--- src/rtl/agc_counter_steal.sv ---
// AGC involuntary-counter service: latches PINC/MINC requests, steals memory
// cycles at instruction boundaries and runs a ones'-complement read-modify-write.

module agc_ctr_pend (
  input  logic clk,
  input  logic rst_n,
  input  logic pinc,
  input  logic minc,
  input  logic clr,
  output logic pend,
  output logic dir,
  output logic pend_nxt,
  output logic dir_nxt,
  output logic drop
);
  logic base;

  // A clear from the write cycle happens first, so a same-cycle request re-arms.
  always_comb begin
    base     = pend & ~clr;
    pend_nxt = base;
    dir_nxt  = dir;
    drop     = 1'b0;
    if (pinc ^ minc) begin
      if (!base) begin
        pend_nxt = 1'b1;
        dir_nxt  = pinc;
      end else if (dir == pinc) begin
        drop = 1'b1;
      end else begin
        pend_nxt = 1'b0;
      end
    end
  end

  always_ff @(posedge clk or negedge rst_n) begin
    if (!rst_n) begin
      pend <= 1'b0;
      dir  <= 1'b0;
    end else begin
      pend <= pend_nxt;
      dir  <= dir_nxt;
    end
  end
endmodule

module agc_counter_steal #(
  parameter int                   NUM_CTR    = 4,
  parameter int                   ADDR_W     = 12,
  parameter logic [ADDR_W-1:0]    BASE_ADDR  = 12'o0024,
  parameter logic [NUM_CTR-1:0]   CHAIN_MASK = 4'b0010,
  parameter int                   MAX_BURST  = 2
) (
  input  logic               clk,
  input  logic               rst_n,
  input  logic [NUM_CTR-1:0] pinc_req,
  input  logic [NUM_CTR-1:0] minc_req,
  input  logic               cpu_at_boundary,
  output logic               cpu_hold,
  output logic [ADDR_W-1:0]  mem_addr,
  output logic               mem_we,
  output logic [14:0]        mem_wdata,
  input  logic [14:0]        mem_rdata,
  output logic [NUM_CTR-1:0] ovf_pulse,
  output logic               drop_err,
  output logic               busy
);
  localparam int CW = (NUM_CTR > 1) ? $clog2(NUM_CTR) : 1;
  localparam int BW = $clog2(MAX_BURST + 1);

  typedef enum logic [1:0] {IDLE, READ, MODIFY, WRITE} state_t;
  typedef struct packed {
    logic [14:0] data;
    logic        ovf;
  } upd_t;

  // AGC counters saturate into the zero of the step direction on overflow.
  function automatic upd_t ones_step(input logic [14:0] d, input logic up);
    upd_t r;
    r.ovf = 1'b0;
    if (up) begin
      if (d == 15'o37777) begin
        r.data = 15'o00000;
        r.ovf  = 1'b1;
      end else if (d == 15'o77777) r.data = 15'o00001;
      else r.data = d + 15'd1;
    end else begin
      if (d == 15'o40000) begin
        r.data = 15'o77777;
        r.ovf  = 1'b1;
      end else if (d == 15'o00000) r.data = 15'o77776;
      else r.data = d - 15'd1;
    end
    return r;
  endfunction

  state_t             state, state_nxt;
  logic [CW-1:0]      k_q, sel_idx;
  logic               up_q, sel_dir, sel_any, load;
  logic [BW-1:0]      burst_q, burst_nxt;
  upd_t               upd_q;
  logic               in_write, ovf_fire;
  logic [NUM_CTR-1:0] pend, dir, pend_nxt, dir_nxt, drop, clr, chain, sel_vec, dir_src;

  assign in_write = (state == WRITE);
  assign ovf_fire = in_write & upd_q.ovf;

  for (genvar i = 0; i < NUM_CTR; i++) begin : g_ctr
    assign clr[i]       = in_write & (k_q == CW'(i));
    assign ovf_pulse[i] = ovf_fire & (k_q == CW'(i));
    if (i < NUM_CTR - 1) begin : g_chain
      assign chain[i] = ovf_fire & CHAIN_MASK[i+1] & (k_q == CW'(i + 1));
    end else begin : g_nochain
      assign chain[i] = 1'b0;
    end
    agc_ctr_pend u_pend (
      .clk      (clk),
      .rst_n    (rst_n),
      .pinc     (pinc_req[i] | chain[i]),
      .minc     (minc_req[i]),
      .clr      (clr[i]),
      .pend     (pend[i]),
      .dir      (dir[i]),
      .pend_nxt (pend_nxt[i]),
      .dir_nxt  (dir_nxt[i]),
      .drop     (drop[i])
    );
  end

  // Burst reselection looks at next-cycle pends so a freshly chained PINC is seen.
  assign sel_vec = in_write ? pend_nxt : pend;
  assign dir_src = in_write ? dir_nxt  : dir;
  assign sel_any = |sel_vec;
  assign sel_dir = dir_src[sel_idx];

  always_comb begin
    sel_idx = '0;
    for (int i = NUM_CTR - 1; i >= 0; i--)
      if (sel_vec[i]) sel_idx = CW'(i);
  end

  always_comb begin
    state_nxt = state;
    load      = 1'b0;
    burst_nxt = burst_q;
    case (state)
      IDLE: if (cpu_at_boundary && sel_any) begin
        state_nxt = READ;
        load      = 1'b1;
        burst_nxt = BW'(1);
      end
      READ:   state_nxt = MODIFY;
      MODIFY: state_nxt = WRITE;
      WRITE: begin
        if (sel_any && (burst_q < BW'(MAX_BURST))) begin
          state_nxt = READ;
          load      = 1'b1;
          burst_nxt = burst_q + BW'(1);
        end else begin
          state_nxt = IDLE;
        end
      end
      default: state_nxt = IDLE;
    endcase
  end

  always_ff @(posedge clk or negedge rst_n) begin
    if (!rst_n) begin
      state    <= IDLE;
      k_q      <= '0;
      up_q     <= 1'b0;
      burst_q  <= '0;
      upd_q    <= '0;
      drop_err <= 1'b0;
    end else begin
      state    <= state_nxt;
      burst_q  <= burst_nxt;
      drop_err <= drop_err | (|drop);
      if (load) begin
        k_q  <= sel_idx;
        up_q <= sel_dir;
      end
      if (state == MODIFY) upd_q <= ones_step(mem_rdata, up_q);
    end
  end

  assign busy      = (state != IDLE);
  assign cpu_hold  = busy | ((|pend) & cpu_at_boundary);
  assign mem_addr  = busy ? BASE_ADDR + ADDR_W'(k_q) : '0;
  assign mem_we    = in_write;
  assign mem_wdata = in_write ? upd_q.data : 15'o0;
endmodule

--- config.mk ---
export PLATFORM = sky130hd
export DESIGN_NAME = agc_counter_steal
export DESIGN_NICKNAME = d
export VERILOG_FILES = /design/src/rtl/agc_counter_steal.sv
export SDC_FILE = /design/constraint.sdc
export NUM_CORES = 1
export LEC_CHECK = 0
export ABC_AREA = 1
export CAP_MARGIN = 15
export CORE_MARGIN = 2
export CORE_UTILIZATION = 60
export DETAILED_ROUTE_END_ITERATION = 10
export DONT_BUFFER_PORTS = 1
export GPL_ROUTABILITY_DRIVEN = 0
export PLACE_DENSITY = 0.74
export SLEW_MARGIN = 20
export SYNTH_ARGS = -nofsm -noshare
export SYNTH_HDL_FRONTEND = slang
export SYNTH_SLANG_ARGS = --single-unit
--- constraint.sdc ---
create_clock -name clk -period 4.43 [get_ports clk]
set_input_delay 0.886 -clock clk [delete_from_list [all_inputs] [get_ports clk]]
set_output_delay 0.886 -clock clk [all_outputs]
set_load 0.02 [all_outputs]
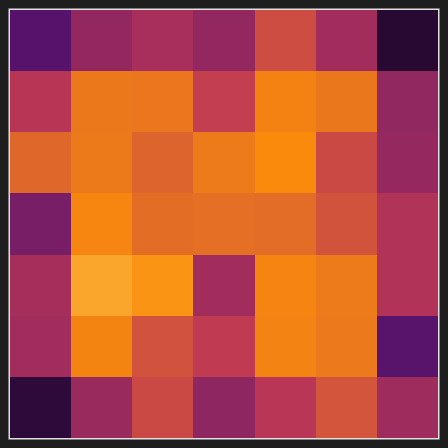
run_1/cell_density.png
The die is cut into 7 by 7 equal tiles; black is low, pale yellow is high, 0 to 100% covered.
4.1% of the tiles are over 75% full. The mean over all tiles is 54%. The fullest tile reaches 80%.

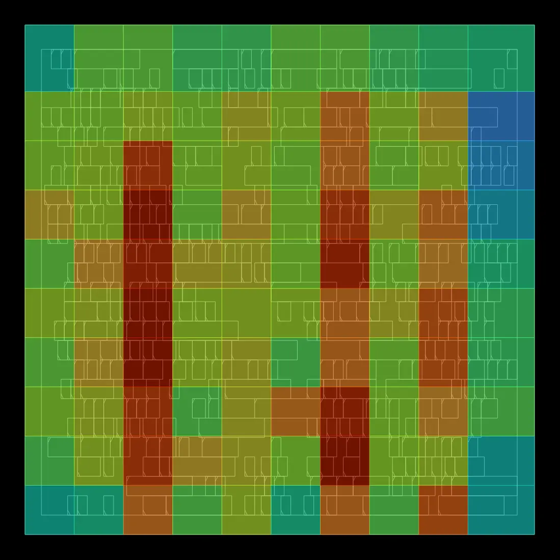
run_1/congestion.png
routing usage on met1: 0.313
post-layout utilization of the core: 0.647
busiest metal layer after global routing: met2
met3 usage in global routing: 0.0506
met2 Use GR: 0.390

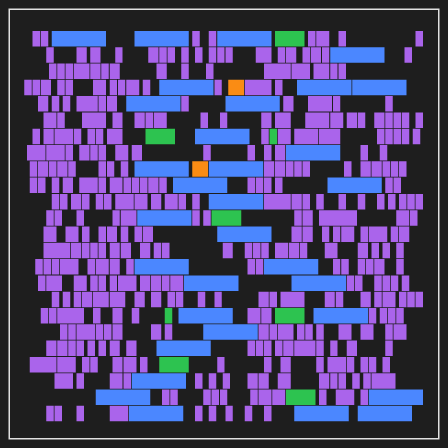
run_1/placement_by_type.png
Key: flops = blue [cells 32, share of their area 29%]; other buffers and delay cells = orange [cells 2, share of their area 0.55%]; clock drivers and dummy loads = green [cells 8, share of their area 3.3%]; combinational and other logic = purple [cells 383, share of their area 67%]

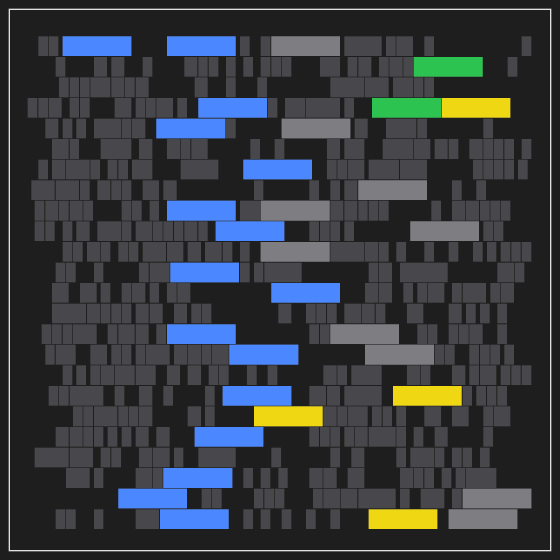
run_1/flops_by_reg.png
Other sequential cells in the stronger gray, the rest of the logic in the fainter gray.
Key: `g_ctr.u_pend.dir` = yellow [sequential cells 4]; `burst_q` = green [sequential cells 2]; `upd_q` = blue [sequential cells 16]
Another 10 sequential cells are not colored.
proportion of cell area occupied by registers: 0.284
Power Sequential: 0.537 mW
Reg area: 801 um2

## run 1: through the flow
step	hold slack, ps	cells	util	cell area [um2]
floorplan	442	433	-	2750
global placement	467	469	0.626	2730
detailed placement	473	469	0.626	2730
CTS	275	477	0.647	2820
global route	271	477	0.647	2820
finish	294	477	0.647	2820
## run 1: power by group through the flow
| stage | Clock (mW) | Combinational [mW] | Sequential (mW) |
|---|---|---|---|
| 2_1_floorplan | 0 | 0.908 | 0.500 |
| 3_3_place_gp | 0 | 1.02 | 0.537 |
| 3_5_place_dp | 0 | 1.03 | 0.541 |
| 4_1_cts | 0.240 | 1.04 | 0.535 |
| 5_1_grt | 0.255 | 1.17 | 0.553 |
| 6_report | 0.232 | 1.04 | 0.537 |
## run 1: registers in the layout (all words and copies together) (netlist names)
| register | count |
|---|---|
| k_q | 2 |
| up_q | 1 |
| g_ctr.u_pend.pend | 4 |
| state | 2 |
| burst_q | 2 |
| upd_q | 16 |
| g_ctr.u_pend.dir | 4 |
| drop_err | 1 |
## run 1: layer usage
layer / GRT usage / vias to the layer above / routed length [um]
li1: - / 1326 / -
met1: 0.313 / 1121 / 2690
met2: 0.390 / 95 / 2880
met3: 0.0506 / 9 / 368
met4: 0.122 / 0 / 118
met5: 0 / - / 0
## run 1: synthesized netlist by cell type (9+ instances only)
cell type | number | area, um2
sky130_fd_sc_hd__a21oi_1 | 17 | 85.1
sky130_fd_sc_hd__a31oi_1 | 9 | 56.3
sky130_fd_sc_hd__buf_4 | 10 | 75.1
sky130_fd_sc_hd__dfrtp_1 | 32 | 801
sky130_fd_sc_hd__inv_1 | 59 | 221
sky130_fd_sc_hd__nand2_1 | 125 | 469
sky130_fd_sc_hd__nand2_2 | 10 | 62.6
sky130_fd_sc_hd__nand3_1 | 26 | 130
sky130_fd_sc_hd__nor2_1 | 44 | 165
sky130_fd_sc_hd__o21ai_0 | 11 | 55.1
sky130_fd_sc_hd__o21ai_1 | 14 | 70.1
sky130_fd_sc_hd__xor2_1 | 11 | 96.3
## run 1: cell type report
type                       instances  share of cell area
inverter                          64              0.0853
sequential                        32               0.284
timing repair buffer               2             0.00533
clock buffer                       8              0.0320
multi-input combinational        319               0.570
tap                               52              0.0231
## run 1: kinds of logic after synthesis
logic type,Yosys count,synth area share
AOI/OAI and AO/OA,63,0.133
xor gates and xnor gates,11,0.0353
adders and majority gates,5,0.0229
buffers and inverters,82,0.128
DFF,32,0.294
other,1,0.00137
and+or+nand+nor,232,0.385
## run 1: worst max-delay path by stage
stage,start,end,slack [ps]
after CTS,state[1],ovf_pulse[2],1480
after global placement,state[1],ovf_pulse[2],1850
after floorplan,state[1],mem_wdata[10],1830
after detailed placement,state[1],ovf_pulse[2],1810
after global routing,state[1],ovf_pulse[2],1340
final,state[1],ovf_pulse[2],1500
==> results.rst, run 1 <==
Metrics
=======

.. list-table::
   :header-rows: 1

   * - Metric
     - Value
   * - Clock transition at path regs
     - 70 ps
   * - Pre-CTS setup slack
     - 1810 ps
   * - Resize count post-CTS
     - 0
   * - Max-slew headroom at the worst pin
     - 0.583
   * - Multi-input logic area
     - 1600 um2
   * - Accumulated negative setup slack
     - 0 ps
   * - Most frequent logic cell in the layout
     - sky130_fd_sc_hd__nand2_1
   * - Die footprint
     - 5100 um2
   * - Die span in y
     - 71.4 um
   * - Maximum fanout encountered on the critical timing path
     - 27
   * - Pin count of the biggest net entering global routing
     - 33
   * - Total internal power
     - 0.881 mW
   * - Worst clock skew on the final layout
     - 6.61 ps
   * - Clock sink count
     - 32
   * - Number of failing setup endpoints in the final timing report
     - 0
   * - Sum of routed wire length over all layers
     - 6050 um
   * - Horizontal die dimension
     - 71.4 um
   * - Classification of the worst setup path
     - register to primary output
   * - Clock Power Share
     - 0.129
   * - Post-synthesis cell type count
     - 39
   * - Buffers on Ports
     - 0
   * - Worst min path class
     - primary input to asynchronous set/reset pin
   * - Number of instances in the synthesized netlist
     - 426
   * - DRT antenna net count
     - 0
   * - Std-Cell Core Area
     - 4350 um2
   * - Combinational share of power
     - 0.574
   * - Sequential power share
     - 0.297
   * - Setup bufs post-CTS
     - 0
   * - Vias/cell
     - 5.35
   * - Max Transition Viols Final
     - 0
   * - NetSw
     - 0.924 mW
   * - Setup slack after layout
     - 1500 ps
   * - Static Leak
     - 1.53 nW
   * - Area figure in the yosys stat output
     - 2730 um2
   * - Synth-to-Final Area Change
     - 3.21%
   * - Fillcell total
     - 415
   * - Number of flops mapped to enable cells by yosys
     - 0
   * - Clock buffer count from CTS
     - 5
   * - Startpoint Class
     - register
   * - Synth flops
     - 32
   * - Total via count in the routed design
     - 2551
   * - Worst reg2reg path endpoint
     - state[0]
   * - Maximum number of buffers from clock root to sink
     - 2
   * - Worst reg2reg startpoint
     - state[1]
   * - Total power density per cell area
     - 641 nW/um2
   * - Top Layout Cells
     - sky130_fd_sc_hd__nand2_1 (125), sky130_fd_sc_hd__inv_1 (59), sky130_fd_sc_hd__nor2_1 (44), sky130_fd_sc_hd__dfrtp_1 (32), sky130_fd_sc_hd__nand3_1 (26)
   * - Number of maximum-capacitance violations
     - 0
   * - N_diodes
     - 0
   * - Switching part of the total
     - 0.512
   * - Mean cell area of the mapped netlist
     - 6.40 um2
   * - Standard-cell row count
     - 24
   * - Quantity of hold-fixing buffers added after cts
     - 0
   * - Worst-Skew Late Latency
     - 280 ps
   * - Final min period
     - 2930 ps
   * - Part of the Yosys area used for sequential elements
     - 0.294
   * - Tool warning count
     - 29
   * - Required time worst endpoint
     - 3540 ps
   * - Slack of the worst reg-to-reg path
     - 1940 ps
   * - Post-layout net count
     - 455
   * - Run status
     - complete, no violations
run_1/sizes.png
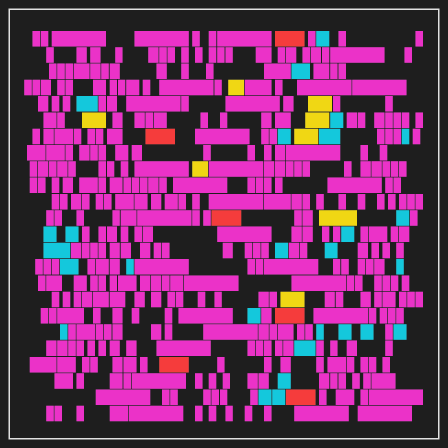

==> run 2, diff against run 1 <==
Clock period 4.43 ns to 3 ns, I/O delays scaled along.
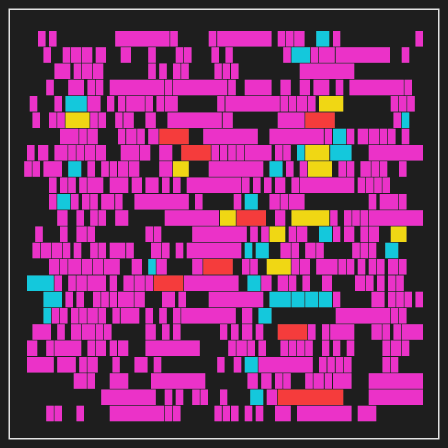
run_2/sizes.png
Key: _0 and _1 cells = magenta [cells 384, share 90%]; _6 and larger = red [cells 8, share 1.9%]; _3 and _4 cells = yellow [cells 10, share 2.3%]; _2 cells = cyan [cells 27, share 6.3%]

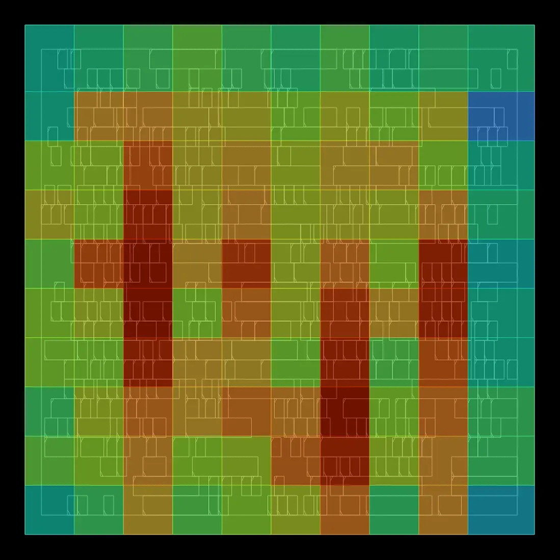
run_2/congestion.png
met3 usage in global routing: 0.0717
met2 Use GR: 0.454
post-layout utilization of the core: 0.663
routing usage on met1: 0.308
routed len/inst: 13.4 um

==> results.rst, run 2 <==
Metrics
=======

.. list-table::
   :header-rows: 1

   * - Metric
     - Value
   * - Maximum fanout encountered on the critical timing path
     - 14
   * - Sum of routed wire length over all layers
     - 6440 um
   * - Startpoint Class
     - register
   * - DRT antenna net count
     - 0
   * - First-pass GRT wire length
     - 10800 um
   * - Register containing the most flip-flops in the final layout
     - upd_q
   * - Post-synthesis cell type count
     - 39
   * - Pin count of the biggest net entering global routing
     - 18
   * - Classification of the worst setup path
     - register to register
   * - Overall power of the completed layout
     - 2.83 mW
   * - Cell accounting for the most synthesized area
     - sky130_fd_sc_hd__dfrtp_1
   * - Post-layout net count
     - 459
   * - Number of maximum-capacitance violations
     - 0
   * - Kind of capture point of the worst setup path
     - register
   * - Unrepaired setup endpoints after global routing
     - false
   * - Clock buffer count from CTS
     - 5
   * - Part of the Yosys area used for sequential elements
     - 0.294
   * - Switching part of the total
     - 0.497
   * - Std-Cell Core Area
     - 4350 um2
   * - Via count of the first global-routing pass
     - 2482
   * - Cell family contributing the most delay on the critical path
     - simple AND/OR/NAND/NOR gates
   * - Complex Gates by Area
     - 0.133
   * - Fillcell total
     - 398
   * - Buffers on Ports
     - 0
   * - Largest registers
     - upd_q: 16 flops, g_ctr.u_pend.dir: 4 flops, g_ctr.u_pend.pend: 4 flops
   * - Clock Power Share
     - 0.164
   * - Most frequent logic cell in the layout
     - sky130_fd_sc_hd__nand2_1
   * - Synth-to-Final Area Change
     - 5.83%
   * - Synth flops
     - 32
   * - NetSw
     - 1.41 mW
   * - Busiest metal layer after global routing
     - met2
   * - Number of flip-flops under the largest register name
     - 16
   * - Combinational share of power
     - 0.555
   * - Die span in y
     - 71.4 um
   * - Max Clock Freq
     - 429 MHz
   * - Total power density per cell area
     - 980 nW/um2
   * - Sequential power share
     - 0.280
   * - Share of the synthesized area in the top cell type
     - 0.294
   * - CP Cell Sequence
     - ha_1 > buf_4 > nand2_1 > nand2_1 > inv_1 > nand2_1 > nand3_1 > nand2_2 > nand2_1 > nand2_1 > nand2_1 > nand3_1 > nand2_1 > nand3_1 > nand2_1
   * - Depth of the CTS H-tree
     - 2
   * - Number of instances in the synthesized netlist
     - 426
   * - Multi-input logic area
     - 1600 um2
   * - Area figure in the yosys stat output
     - 2730 um2
   * - Run status
     - complete, no violations
   * - Maximum number of buffers from clock root to sink
     - 2
   * - Max Transition Viols Final
     - 0
   * - Required time worst endpoint
     - 3190 ps
   * - Total internal power
     - 1.42 mW
   * - Worst clock skew on the final layout
     - 7.30 ps
   * - Clock sink count
     - 32
   * - Min Hold Slack
     - 456 ps
   * - Reg area
     - 801 um2
   * - N_diodes
     - 0
   * - Area after detailed placement
     - 2740 um2
   * - Standard-cell row count
     - 24
   * - Horizontal die dimension
     - 71.4 um
   * - Layout Cell Area excl Fill
     - 2890 um2
   * - Async set-or-reset flop fraction in the synthesized netlist
     - 1.00
   * - Worst min path class
     - primary input to register
   * - Post-synthesis cell type with the largest instance count
     - sky130_fd_sc_hd__nand2_1
   * - Top cells by area, synth
     - sky130_fd_sc_hd__dfrtp_1 (29%), sky130_fd_sc_hd__nand2_1 (17%), sky130_fd_sc_hd__inv_1 (8.1%)
   * - Total via count in the routed design
     - 2634
   * - Commonest cells in the netlist
     - sky130_fd_sc_hd__nand2_1 (125), sky130_fd_sc_hd__inv_1 (59), sky130_fd_sc_hd__nor2_1 (44), sky130_fd_sc_hd__dfrtp_1 (32), sky130_fd_sc_hd__nand3_1 (26)
   * - Tool warning count
     - 29
   * - Mux frac, synth
     - 0
   * - Top Layout Cells
     - sky130_fd_sc_hd__nand2_1 (125), sky130_fd_sc_hd__inv_1 (59), sky130_fd_sc_hd__nor2_1 (44), sky130_fd_sc_hd__dfrtp_1 (32), sky130_fd_sc_hd__nand3_1 (26)
   * - Worst-Skew Late Latency
     - 290 ps
   * - First-pass iteration count of the detailed router
     - 4
   * - Number of failing setup endpoints in the final timing report
     - 0
   * - Arrival time at the worst endpoint
     - 2520 ps
   * - Arithmetic-cell share of the synthesized area counting full adders, half adders and majority gates
     - 0.0229
   * - Area fraction in and, or, nand and nor cells after synthesis
     - 0.385
   * - Vias/cell
     - 5.48
   * - Root buffer cell
     - sky130_fd_sc_hd__clkbuf_8
   * - Setup bufs post-CTS
     - 0
   * - Comb area leader
     - simple AND/OR/NAND/NOR gates
   * - Number of cells in Yosys stat
     - 426
   * - Die footprint
     - 5100 um2
   * - Final worst-path cycle share
     - 0.777
   * - Final min period
     - 2330 ps
   * - Static Leak
     - 1.57 nW
   * - Clock transition at path regs
     - 70 ps
   * - Accumulated negative setup slack
     - 0 ps
   * - Mean cell area of the mapped netlist
     - 6.40 um2
   * - Number of flops mapped to enable cells by yosys
     - 0
   * - Post-Synth XOR/XNOR Area
     - 0.0353
   * - Max-slew headroom at the worst pin
     - 0.474
   * - Crit path buf inv count
     - 2
   * - Critical path's slowest cell
     - sky130_fd_sc_hd__ha_1
-- run 2: power by group through the flow --
stage	Combinational, mW	Clock (mW)	Sequential, mW
global placement	1.53	0	0.799
CTS	1.57	0.463	0.795
global route	1.77	0.487	0.823
detailed placement	1.55	0	0.800
floorplan	1.34	0	0.739
finish	1.57	0.465	0.793
-- run 2: area by class of cell --
type	count	share of cell area
clock buffers	7	0.0334
multi-input cells	319	0.556
repair buffers	6	0.0173
flip-flops and latches	32	0.277
inverters	64	0.0832
well taps	52	0.0225
clock inverters	1	0.0104
-- run 2: metal layers --
metal  share of wire  up-vias
met5               0        -
met4           0.029        0
met3           0.064       22
met2            0.49       98
met1            0.42     1180
li1                -     1334
-- run 2: final timing paths --
path / start / end / slack (ps) / depth (start not counted)
min in group asynchronous: rst_n / g_ctr[0].u_pend.pend / 820 / 1
max in group asynchronous: rst_n / upd_q[7] / 1680 / 1
worst min-delay path: mem_rdata[14] / upd_q[15] / 460 / 2
worst max-delay path: state[1] / up_q / 670 / 15
worst min register to register: burst_q[0] / burst_q[0] / 480 / 2
worst max register to register: state[1] / up_q / 670 / 15
-- run 2: cell families after synthesis --
logic type / count (synthesis)
other cells: 1
xor+xnor: 11
fa+ha+maj: 5
flops: 32
buf+inv: 82
simple gates: 232
compound gates: 63
-- run 2: stage by stage --
stage | std cells | setup WS [ps]
final | 481 | 670
after global routing | 481 | 373
after detailed placement | 471 | 676
after CTS | 480 | 661
after floorplan | 433 | 681
after global placement | 471 | 761
-- run 2: repair_timing --
item / CTS / global route
hold buffers: 1 / 1
hold endpoints to repair: 16 / 16
gates resized: 0 / 0
Power figures rest on the tool's default switching activity, not on a simulated workload.
